Design band_binner, sky130hd; sources not shown.
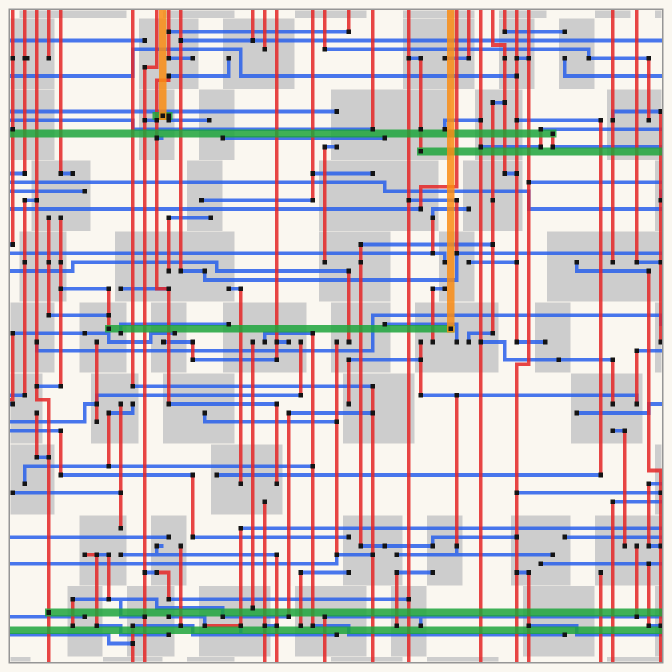
Fig. 1. Zoomed window (run 1).
Region (105, 27) to (130, 52) um. Cells in gray, sequential cells in the stronger gray; small squares are vias.
Blue stands for met1. Red stands for met2. Green stands for met3. Orange stands for met4.
Sequential cells in the window: 0. Most frequent: buf_4 (9), nor2_1 (5), inv_1 (4). 45 logic cells have their middle in the window.

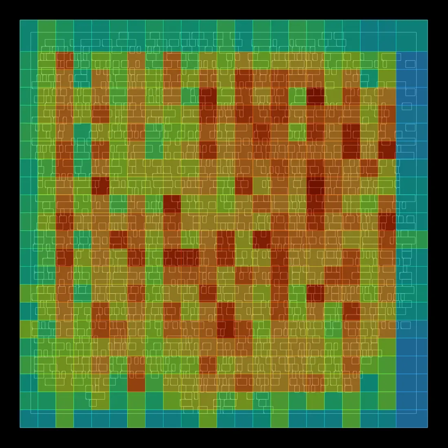
Fig. 2. Routing congestion (run 1).
GR Util met1: 35.81%
GR Util met3: 2.942%
post-layout util: 48.38%
M2 GR Usage: 45.42%
busiest grt layer: met2

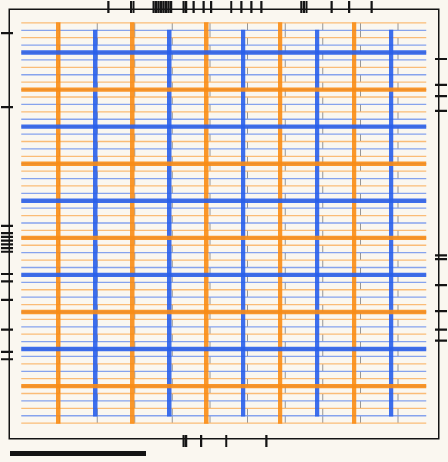
Fig. 3. Power grid (run 1).
Scale bar: 50 um. Pins as bars on the die edge. Tap cells in gray.
Orange stands for VSS. Blue stands for VDD.
56 signal pins sit on the boundary. 10 straps on met5. 280 tap cells. 55 met1 rails follow the rows.
area of the core: 0.02182 mm2
worst vdd ir: 0.0001620 V
Die H: 157.0 um

==> run notes, run 1 <==
impl run done, here's what came out: top cells by count nand2_1 (115), nor2_1 (105), a21oi_1 (80), dfxtp_1 (71), inv_1 (57), worst path bufs/invs 2, Antenna Nets Post-Route 0, final instance area about 0.011 mm2, CP top delay family AND-OR/OR-AND gates, Setup crit end kind register, Worst EP arrival roughly 4.6 ns, startpoint types input port, initial antenna violation count 0, WL final 33.32 mm, DRC violations left 0, required time of the critical path 4.61 ns, leakage power 4.369 nW, Layout area overhead 35.79%, Seq/Total Area, Yosys 18.28%, Top Layout Cells buf_4 (228), nand2_1 (115), nor2_1 (105), Crit Path Max Fanout 3, Post-synth EDFFs 0, port bufs 55, First DRT Iteration DRCs just over 600, vias in the first global route about 9100, Ports around 56, power per cell area 194.7 mW/mm2, Stages on worst setup path 15, Post-Place Worst Slack -0.3392 ns, met2 routed WL around 16 mm, top-count cell post-synth nand2_1, final setup margin roughly 0.045 ns, grt total ovfl 0, via count between 9000 and 10000, crit path kind input port to register, ys async rst share 0%, YS warnings 6, total power a little over 2 mW, number of H-tree levels 3, Avg Inst Size Synth around 7.4 um2, top cells, area dfxtp_1 (18%), ha_1 (9.0%), nand2_1 (5.6%), Cell Count, Final, Fillers Out 1565, met3 routed WL 1.570 mm, DR vias/cell 5.827, fp util 35.63%, Num CTS Buffers 9, post-place instance area around 0.01 mm2, largest net degree at the start of global routing 43, clk latency late pin about 0.36 ns, Flops after synth 71, Net count, final about 1400, fin. max-slew vios 0, Dominant flop cell dfxtp_1, ANT cells 0, CTS tree done, max-cap viol count 0, Max Fclk roughly 230 MHz, area leader, netlist dfxtp_1, Die W 157.0 um, CP max stage cell or4_4, total placed cells including tap cells about 1500, Hold Buf Count CTS 0, GRT Total Usage 26.67%, Worst Hold Depth 2, relative slew slack 30.04%, Cell Type Count 100, first-pass GRT wire length approximately 51 mm, uppermost layer routed met4, Clock Pin Slew Worst Setup and Hold Paths 0.07 ns, yosys stat cell total 1050, Log Warnings 54, clk_skew 0.01194 ns, GP Congestion 0.9572, Post-Syn Area 0.007775 mm2, Yosys chip area between 0.007 and 0.008 mm2, status finished, final reports clean, max incr delay on CP about 0.58 ns, die area 0.02466 mm2, layout cells sized above 1 25.14%, Setup TNS Final 0 ns, M1 wire length 15.02 mm, RSZ-0062 raised after global routing yes, Worst-Margin Slew 1.046 ns, Setup Viol. Count Final 0, post-DP HPWL 26.51 mm, Fin. Hold Viols 0
[run 1: cell families after synthesis]
kind of cell               synth area share [%]
xor gates and xnor gates                  3.943
muxes                                     5.005
DFF                                       18.28
adders and majority gates                 9.269
AOI/OAI and AO/OA                         32.07
other                                   0.09659
buffers and inverters                     7.821
and+or+nand+nor                           23.51
[run 1: cell type report]
type,instances,area (um2)
clock buffer,9,225.2
timing repair buffer,291,2349
multi-input combinational,844,5898
tap,280,350.3
clock inverter,7,73.82
inverter,63,240.2
sequential,71,1421
fill,2761,11270
[run 1: report_power, final]
part | switching [mW] | total, mW | internal, mW
clock network | 0.381 | 0.785 | 0.404
logic | 0.340 | 0.613 | 0.272
registers | 0.00707 | 0.658 | 0.651
[run 1: timing repair]
action                                  CTS  global route
endpoints found under the setup margin    0            16
resized                                   0            29
buffers inserted                          0            12
Fig. 4: run 1, M4 wires
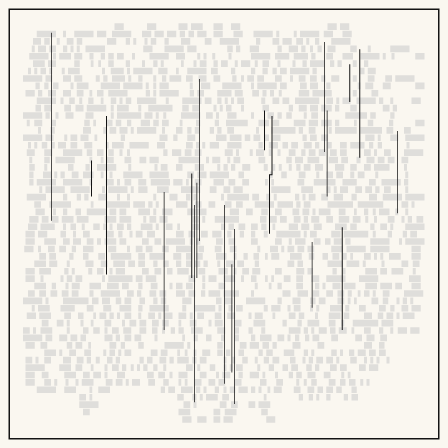

==> run 2, diff against run 1 <==
--- a/config.mk
+++ b/config.mk
@@ -11,7 +11,7 @@
 export CORE_MARGIN = 4
 export CORE_UTILIZATION = 35
 export DETAILED_ROUTE_END_ITERATION = 6
-export PLACE_DENSITY_LB_ADDON = 0.1
+export PLACE_DENSITY = 0.77
 export RECOVER_POWER = 50
 export SLEW_MARGIN = 5
 export SYNTH_ARGS = -nofsm -noshare
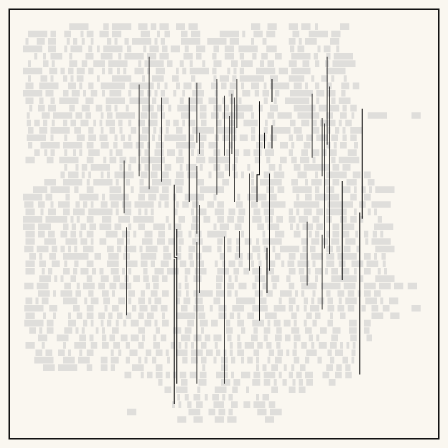
Fig. 5. M4 wires (run 2).
The layer holds 3.7% of the routed length. The layer carries 1240 um of wire. The longest straight run is 61.2 um. 35 nets have wire on it. The wires run mostly vertical.
WL final: 33.67 mm
via count: 9181

==> run notes, run 2 <==
impl run done, here's what came out: post-place instance area around 0.01 mm2, initial antenna violation count 0, uppermost layer routed met4, Post-Syn Area 0.007775 mm2, clk latency late pin between 0.3 and 0.4 ns, M1 wire length approximately 14 mm, max incr delay on CP 0.60 ns, Ports 56, First DRT Iteration DRCs 700, top cells by count nand2_1 (115), nor2_1 (105), a21oi_1 (80), dfxtp_1 (71), inv_1 (57), Crit Path Max Fanout 6, Cell Count, Final, Fillers Out 1530, Yosys chip area 0.007775 mm2, total placed cells including tap cells 1505, GP Congestion between 0.9 and 1, AO/OA Area Share between 30% and 40%, area leader, netlist dfxtp_1, fin. max-slew vios 0, power per cell area about 190 mW/mm2, XOR/XNOR Area Share 3.943%, Worst EP arrival roughly 4.5 ns, post-DP HPWL between 20 and 30 mm, Post-Place Worst Slack -0.5252 ns, GRT Total Usage 26.48%, clk_skew 0.007063 ns, Die H 157.0 um, Worst-Margin Slew 1.158 ns, worst hold path class register to register, top cells, area dfxtp_1 (18%), ha_1 (9.0%), nand2_1 (5.6%), Post-synth EDFFs 0, startpoint types input port, DR vias/cell around 6.0, largest net degree at the start of global routing 43, status finished, final reports clean, Net count, final 1333, ANT cells 0, ys async rst share 0%, post-layout util 47.31%, Max Fclk approximately 230 MHz, Seq/Total Area, Yosys 18.28%, port bufs 55, Stages on worst setup path 16, die area 0.02466 mm2, Setup Viol. Count Final 0, grt total ovfl 0, Flops after synth 71, max-cap viol count 0, Fin. Hold Viols 0, Worst Hold Depth 2, Dominant flop cell dfxtp_1, M2 GR Usage 45.93%, met2 routed WL 16.36 mm, layout cells sized above 1 23.52%, Setup crit end kind register, register area 0.001421 mm2, vias in the first global route 9322, required time of the critical path 4.62 ns, Cell Type Count 100, GR Util met1 33.57%, GR Util met3 3.959%, YS warnings 6, leakage power between 4 and 5 nW, worst vdd ir 0.0001911 V, top-count cell post-synth nand2_1, Max-area cell share 18.28%, CTS tree done, met3 routed WL 1.845 mm, Die W 157.0 um, final setup margin between 0.09 and 0.1 ns, Avg Inst Size Synth 7.405 um2, area of the core 0.02182 mm2, CP top delay family AND-OR/OR-AND gates, Num CTS Buffers 9, number of H-tree levels 3, Setup TNS Final 0 ns, Log Warnings approximately 53, fp util 35.63%, comb area leader AND-OR/OR-AND gates, final instance area 0.01032 mm2, Fillers 2737, CP max stage cell or4_4, DRC violations left 0, mux share roughly 5%, Clock Pin Slew Worst Setup and Hold Paths about 0.060 ns, adder share 9.269%, Worst Reg-to-Reg Cells 16, Basic Gates by Area between 20% and 30%, logic area ~0.006 mm2, Antenna Nets Post-Route 0, Top Layout Cells buf_4 (197), nand2_1 (115), nor2_1 (105), total power 1.970 mW, first-pass GRT wire length 51.67 mm, yosys stat cell total 1050, busiest grt layer met2, crit path kind input port to register, Final min period 4.300 ns, clk root buf clkbuf_16, relative slew slack 22.52%, Layout area overhead 32.80%, worst path bufs/invs 4
==> run 2: timing repair <==
| action | 4_1_cts | 5_1_grt |
|---|---|---|
| pin swaps | 2 | 16 |
| gates resized | 4 | 35 |
| hold endpoints to repair | 0 | 0 |
| buffers inserted | 0 | 9 |
| hold buffers | 0 | 0 |
| gates cloned | 0 | 0 |
| endpoints found under the setup margin | 9 | 15 |
==> run 2: final cells by class <==
type / count / area share [%]
flip-flops and latches: 71 / 13.77
well taps: 280 / 3.393
clock inverters: 6 / 0.4484
multi-input cells: 844 / 57.83
inverters: 63 / 2.290
repair buffers: 256 / 20.06
clock buffers: 10 / 2.218
==> run 2: power by group <==
part           total [mW]  switching, mW  internal, mW
clock network       0.715          0.329         0.386
logic               0.596          0.341         0.255
registers           0.658        0.00727         0.651
Power is estimated from default activity; no workload was simulated.
